$ cat src/rtl/mips_pkg.sv
// Shared definitions for the MIPS pipeline hazard logic.
//   state_t    : hazard FSM encodings (RUN, LU_STALL, MEM_WAIT, REDIRECT)
//   FWD_*      : ALU operand-select codes driven on FWD_A / FWD_B
//   REG_ZERO   : index of $zero, which is never a real dependency
package mips_pkg;

    typedef enum logic [1:0] {
        ST_RUN      = 2'd0,
        ST_LU_STALL = 2'd1,
        ST_MEM_WAIT = 2'd2,
        ST_REDIRECT = 2'd3
    } state_t;

    localparam logic [1:0] FWD_RF  = 2'b00;  // register-file read data
    localparam logic [1:0] FWD_WB  = 2'b01;  // write-back data
    localparam logic [1:0] FWD_MEM = 2'b10;  // EX/MEM ALU result

    localparam int REG_ZERO = 0;

endpackage

$ cat src/rtl/fwd_unit.sv
// Combinational bypass-select compare for the two EX-stage ALU operands.
// Inputs : EX-stage source registers, MEM- and WB-stage write enables and
//          destinations.
// Outputs: FWD_A / FWD_B operand selects (FWD_RF / FWD_WB / FWD_MEM).
module fwd_unit
    import mips_pkg::*;
#(
    parameter int REG_W = 5
) (
    input  logic [REG_W-1:0] IDEX_Rs,
    input  logic [REG_W-1:0] IDEX_Rt,
    input  logic             EXMEM_RegWrite,
    input  logic [REG_W-1:0] EXMEM_WRITE_REG,
    input  logic             MEMWB_RegWrite,
    input  logic [REG_W-1:0] MEMWB_WRITE_REG,
    output logic [1:0]       FWD_A,
    output logic [1:0]       FWD_B
);

    logic mem_live, wb_live;

    // A write to $zero is discarded by the register file, so never bypass it.
    assign mem_live = EXMEM_RegWrite && (EXMEM_WRITE_REG != REG_W'(REG_ZERO));
    assign wb_live  = MEMWB_RegWrite && (MEMWB_WRITE_REG != REG_W'(REG_ZERO));

    // The MEM-stage producer is younger, so its value wins over WB.
    always_comb begin
        FWD_A = FWD_RF;
        if (mem_live && (EXMEM_WRITE_REG == IDEX_Rs))     FWD_A = FWD_MEM;
        else if (wb_live && (MEMWB_WRITE_REG == IDEX_Rs)) FWD_A = FWD_WB;
    end

    always_comb begin
        FWD_B = FWD_RF;
        if (mem_live && (EXMEM_WRITE_REG == IDEX_Rt))     FWD_B = FWD_MEM;
        else if (wb_live && (MEMWB_WRITE_REG == IDEX_Rt)) FWD_B = FWD_WB;
    end

endmodule

$ cat src/rtl/hazard_ctrl.sv
// Hazard and sequencing controller for the 5-stage MIPS pipeline.
// Inputs : pipeline register fields (IF/ID, ID/EX, EX/MEM, MEM/WB), PC_SRC
//          (taken branch in MEM), MEM_READY (data memory done).
// Outputs: PC_WRITE / IFID_WRITE enables, IFID_FLUSH / IDEX_BUBBLE /
//          EXMEM_FLUSH squashes, FWD_A / FWD_B bypass selects, STATE, and
//          saturating STALL_CNT / FLUSH_CNT performance counters.
// Event priority per cycle: memory freeze > branch > jump > load-use.
module hazard_ctrl
    import mips_pkg::*;
#(
    parameter int CNT_W = 16,
    parameter int REG_W = 5
) (
    input  logic             CLK,
    input  logic             RST_N,
    input  logic [REG_W-1:0] IFID_Rs,
    input  logic [REG_W-1:0] IFID_Rt,
    input  logic             IFID_UsesRt,
    input  logic [REG_W-1:0] IDEX_Rs,
    input  logic [REG_W-1:0] IDEX_Rt,
    input  logic             IDEX_MemRead,
    input  logic             IDEX_Jump,
    input  logic             EXMEM_RegWrite,
    input  logic [REG_W-1:0] EXMEM_WRITE_REG,
    input  logic             MEMWB_RegWrite,
    input  logic [REG_W-1:0] MEMWB_WRITE_REG,
    input  logic             PC_SRC,
    input  logic             MEM_READY,
    output logic             PC_WRITE,
    output logic             IFID_WRITE,
    output logic             IFID_FLUSH,
    output logic             IDEX_BUBBLE,
    output logic             EXMEM_FLUSH,
    output logic [1:0]       FWD_A,
    output logic [1:0]       FWD_B,
    output logic [1:0]       STATE,
    output logic [CNT_W-1:0] STALL_CNT,
    output logic [CNT_W-1:0] FLUSH_CNT
);

    state_t           state_q, state_d;
    logic [CNT_W-1:0] stall_cnt_q, stall_cnt_d;
    logic [CNT_W-1:0] flush_cnt_q, flush_cnt_d;
    logic [1:0]       fwd_a, fwd_b;
    logic             lu_hit, lu_armed, stall_inc, flush_inc;

    fwd_unit #(.REG_W(REG_W)) u_fwd (
        .IDEX_Rs         (IDEX_Rs),
        .IDEX_Rt         (IDEX_Rt),
        .EXMEM_RegWrite  (EXMEM_RegWrite),
        .EXMEM_WRITE_REG (EXMEM_WRITE_REG),
        .MEMWB_RegWrite  (MEMWB_RegWrite),
        .MEMWB_WRITE_REG (MEMWB_WRITE_REG),
        .FWD_A           (fwd_a),
        .FWD_B           (fwd_b)
    );

    // Bypass selects fall back to the register file while in reset.
    assign FWD_A = RST_N ? fwd_a : FWD_RF;
    assign FWD_B = RST_N ? fwd_b : FWD_RF;

    assign lu_hit = IDEX_MemRead && (IDEX_Rt != REG_W'(REG_ZERO)) &&
                    ((IDEX_Rt == IFID_Rs) || (IFID_UsesRt && (IDEX_Rt == IFID_Rt)));

    // After a stall the dependent instruction is still in ID but the load has
    // moved on; after a redirect ID holds a NOP. Either way skip the check.
    assign lu_armed = (state_q == ST_RUN) || (state_q == ST_MEM_WAIT);

    always_comb begin
        PC_WRITE    = 1'b1;
        IFID_WRITE  = 1'b1;
        IFID_FLUSH  = 1'b0;
        IDEX_BUBBLE = 1'b0;
        EXMEM_FLUSH = 1'b0;
        state_d     = ST_RUN;
        stall_inc   = 1'b0;
        flush_inc   = 1'b0;
        if (!RST_N) begin
            // hold RUN-style outputs while reset is asserted
        end else if (!MEM_READY) begin
            PC_WRITE   = 1'b0;
            IFID_WRITE = 1'b0;
            state_d    = ST_MEM_WAIT;
            stall_inc  = 1'b1;
        end else if (PC_SRC) begin
            IFID_FLUSH  = 1'b1;
            IDEX_BUBBLE = 1'b1;
            EXMEM_FLUSH = 1'b1;
            state_d     = ST_REDIRECT;
            flush_inc   = 1'b1;
        end else if (IDEX_Jump) begin
            IFID_FLUSH  = 1'b1;
            IDEX_BUBBLE = 1'b1;
            state_d     = ST_REDIRECT;
            flush_inc   = 1'b1;
        end else if (lu_hit && lu_armed) begin
            PC_WRITE    = 1'b0;
            IFID_WRITE  = 1'b0;
            IDEX_BUBBLE = 1'b1;
            state_d     = ST_LU_STALL;
            stall_inc   = 1'b1;
        end
    end

    // Counters saturate at all-ones.
    always_comb begin
        stall_cnt_d = stall_cnt_q;
        flush_cnt_d = flush_cnt_q;
        if (stall_inc && (stall_cnt_q != '1)) stall_cnt_d = stall_cnt_q + 1'b1;
        if (flush_inc && (flush_cnt_q != '1)) flush_cnt_d = flush_cnt_q + 1'b1;
    end

    always_ff @(posedge CLK or negedge RST_N) begin
        if (!RST_N) begin
            state_q     <= ST_RUN;
            stall_cnt_q <= '0;
            flush_cnt_q <= '0;
        end else begin
            state_q     <= state_d;
            stall_cnt_q <= stall_cnt_d;
            flush_cnt_q <= flush_cnt_d;
        end
    end

    assign STATE     = state_q;
    assign STALL_CNT = stall_cnt_q;
    assign FLUSH_CNT = flush_cnt_q;

endmodule

$ cat config.mk
export PLATFORM = sky130hd
export DESIGN_NAME = hazard_ctrl
export DESIGN_NICKNAME = d
export VERILOG_FILES = /design/src/rtl/mips_pkg.sv /design/src/rtl/fwd_unit.sv /design/src/rtl/hazard_ctrl.sv
export SDC_FILE = /design/constraint.sdc
export NUM_CORES = 1
export LEC_CHECK = 0
export CAP_MARGIN = 40
export CORE_UTILIZATION = 40
export DETAILED_ROUTE_END_ITERATION = 8
export PLACE_DENSITY = 0.78
export SLEW_MARGIN = 20
export SYNTH_ARGS = -nofsm -noshare
export SYNTH_HDL_FRONTEND = slang
export SYNTH_SLANG_ARGS = --single-unit
$ cat constraint.sdc
create_clock -name CLK -period 2.85 [get_ports CLK]
set_clock_uncertainty 0.05 [all_clocks]
set_input_delay 0.7125 -clock CLK [delete_from_list [all_inputs] [get_ports CLK]]
set_output_delay 0.7125 -clock CLK [all_outputs]
set_load 0.005 [all_outputs]
gates.png
Bar = 20 um.
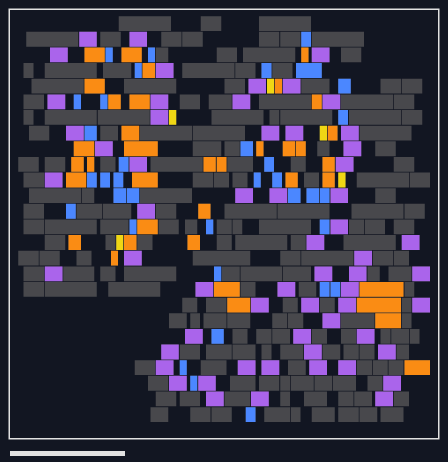
family	colour	cells
nor cells	orange	37
xor and xnor cells	purple	59
nand cells	blue	35
inv cells	yellow	5

m3.png
Cells faint in the background.
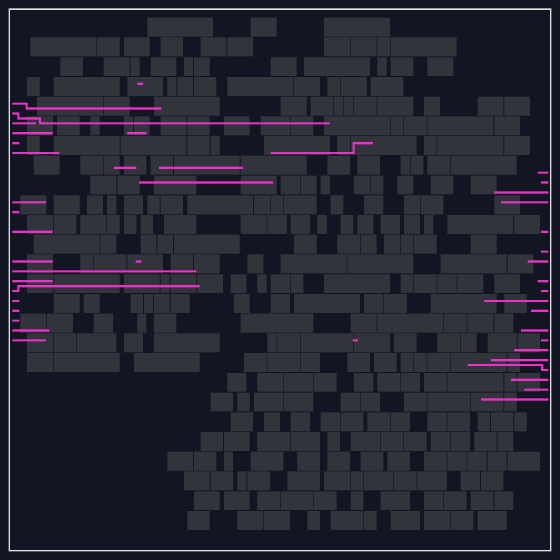
nets with wire on the layer	40
longest straight run	39.8 um
share of all routed wire	5.4%
wire length on this layer	291 um

congestion_map.png
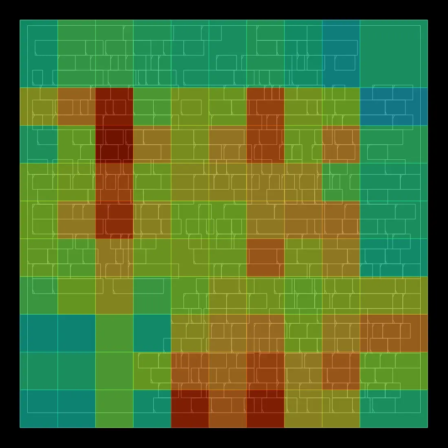
gr busiest metal: met2
met1 Use GR: 24.77%
overall global routing resource usage: 20.14%

clock_wires.png
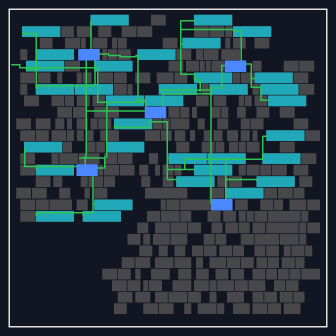
[clock wires] green | length: 450 um
[clock-net drivers] blue | count: 5
[flip-flops] cyan | count: 34
routed clock nets	6

sizing.png
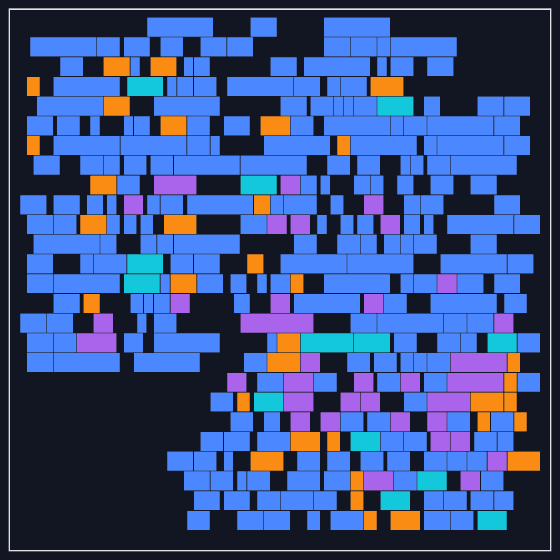
size	colour	cells
x6 and larger	cyan	13
x3 and x4	purple	35
x2	orange	34
x1 and smaller	blue	231

==> run summary <==
Status -> finished with violations
Failing checks -> setup timing
Net Switching -> 488.1 uW
Crit-path max FO -> 2
CP Launch Point -> EXMEM_WRITE_REG[3]
Avg Cell Area, Syn -> 10.39 um2
HP Class -> primary input to async pin
Filler cells -> 420
DR WL/cell -> 14.12 um
Chip Width -> 74.45 um
Combinational power share -> 33.4%
Commonest flop -> dfrtp_1
R2R Setup Slk -> 0.63 ns
Rows -> 26
Io pins -> 82
Crit path top cell by count -> buf_6
CTS tree -> done
DRT Pass-1 Iters -> 4
Finished Core Util -> 65.01%
FF+latch count, synth -> 34
Tool warnings -> 28
Layout cell share with drive strength beyond 1 -> 26.20%
Max Buffers Root-to-Sink -> 2
Core area -> 0.005075 mm2
Final setup fails -> 1
Fin nets -> 355
CTS sink cnt -> 34
Fin. max-slew vios -> 0
# Max-Cap Violations -> 0
Buf/Inv on CP -> 3
Post-route insts no fill -> 384
Sw Ratio -> 30.92%
RSZ-0062 raised after global routing -> yes
Routed vias -> 1859
Distinct cells, synth -> 38
Least-Margin Pin Slew -> 0.5979 ns
Port Buffers -> 81
Hpwl dp -> 4135 um
PD cells -> 478.4 mW/mm2
DR iter-0 viols -> 83
Seq/Total Area, Yosys -> 40.52%
First-pass GRT wire length -> 8438 um
Clock group share of total power -> 22.4%
Top-area cell share -> 40.52%
Startpoint type of the worst setup path -> primary input
Post-layout period usage of the worst path -> 101.4%
Most numerous logic cells after layout -> clkdlybuf4s50_1 (49), xor2_1 (36), dfrtp_1 (34), buf_4 (26), xnor2_1 (23)
Max-Slew Margin vs Limit -> 59.77%
Grt ovf -> 0
Die H -> 74.45 um
Critical path type -> primary input to primary output
Vias in the first global route -> 1842
Vias per cell -> 4.841
Worst path top cell family by delay -> simple AND/OR/NAND/NOR gates
Worst r2r src -> STALL_CNT[6]
F_max -> 0.3462 GHz
Worst VDD drop -> 0.0004976 V
Final worst slack -> -0.03863 ns
EDFF count, synth -> 0
Synth async-reset ratio -> 100.0%
Gpl congestion -> 0.8578
Crit path DRT -> 2.09 ns
Crit path to -> FWD_A[0]
Final hold violations -> 0
Fp util -> 41.37%
area by class of cell:
| type | count | area (um2) | share of cell area [%] |
|---|---|---|---|
| clock buffers | 6 | 82.58 | 2.503 |
| diodes | 1 | 2.502 | 0.07584 |
| multi-input cells | 155 | 1244 | 37.69 |
| well taps | 70 | 87.58 | 2.655 |
| inverters | 5 | 18.77 | 0.5688 |
| flip-flops and latches | 34 | 850.8 | 25.79 |
| repair buffers | 113 | 1013 | 30.72 |
worst min path at each step:
stage | startpoint | end | slack (ns) | cells past startpoint
finish | RST_N | FLUSH_CNT[15] | 0.37 | 2
floorplan | RST_N | FLUSH_CNT[0] | 0.37 | 0
CTS | RST_N | FLUSH_CNT[15] | 0.36 | 2
detailed placement | STALL_CNT[8] | STALL_CNT[8] | 0.44 | 1
global placement | STALL_CNT[8] | STALL_CNT[8] | 0.42 | 1
global route | RST_N | STALL_CNT[13] | 0.38 | 2
logic make-up after synthesis:
| kind of cell | after synthesis | synth area share (%) |
|---|---|---|
| DFF | 34 | 40.52 |
| muxes | 2 | 1.251 |
| adders and majority gates | 2 | 1.192 |
| xor gates and xnor gates | 59 | 24.61 |
| and+or+nand+nor | 84 | 24.85 |
| AOI/OAI and AO/OA | 8 | 3.397 |
| buffers and inverters | 13 | 4.171 |
metrics by stage:
step | setup TNS, ns | hold slack, ns | area [um2] | total power [mW] | setup slack [ns]
finish | -0.03863 | 0.3710 | 3299 | 1.579 | -0.03863
CTS | -0.01092 | 0.3636 | 3257 | 1.582 | -0.01092
global placement | -6.031 | 0.4250 | 3149 | 1.203 | -0.7187
floorplan | 0 | 0.3669 | 2100 | 0.8864 | 0.05675
detailed placement | -6.578 | 0.4421 | 3149 | 1.223 | -0.7148
global route | -0.2095 | 0.3834 | 3297 | 1.660 | -0.09598
synth_stat cells (3+ instances only):
cell type  count
nor4_1        12
dfrtp_1       34
buf_6          3
nand3_1       15
nor3_2         7
xnor2_1       23
buf_4          4
inv_1          5
nand2_1       11
nor3_1         4
xor2_1        36
or4_1          4
nor2_1         7
nand4_1        7
and3_1         4
sequential cells by signal (all words and copies together), names as in the netlist:
register,cells
FLUSH_CNT,16
STALL_CNT,16
STATE,2
per-layer routing:
layer | share of wire [%] | global-route usage [%] | vias up
li1 | - | - | 926
met1 | 43 | 24.77 | 879
met2 | 51 | 34.53 | 47
met3 | 5.3 | 5.285 | 7
met4 | 1.1 | 6.080 | 0
met5 | 0 | 0 | -
power by group through the flow:
stage	registers (mW)	logic (mW)	clock network, mW
after detailed placement	0.703	0.520	0
after global routing	0.714	0.571	0.375
final	0.698	0.527	0.354
after floorplan	0.689	0.197	0
after global placement	0.699	0.505	0
after CTS	0.697	0.524	0.361
timing repair:
item	CTS	global route
endpoints found under the setup margin	7	7
buffers inserted	1	1
resized	73	20
hold buffers	0	0
pin swaps	15	14
Power figures rest on the tool's default switching activity, not on a simulated workload.
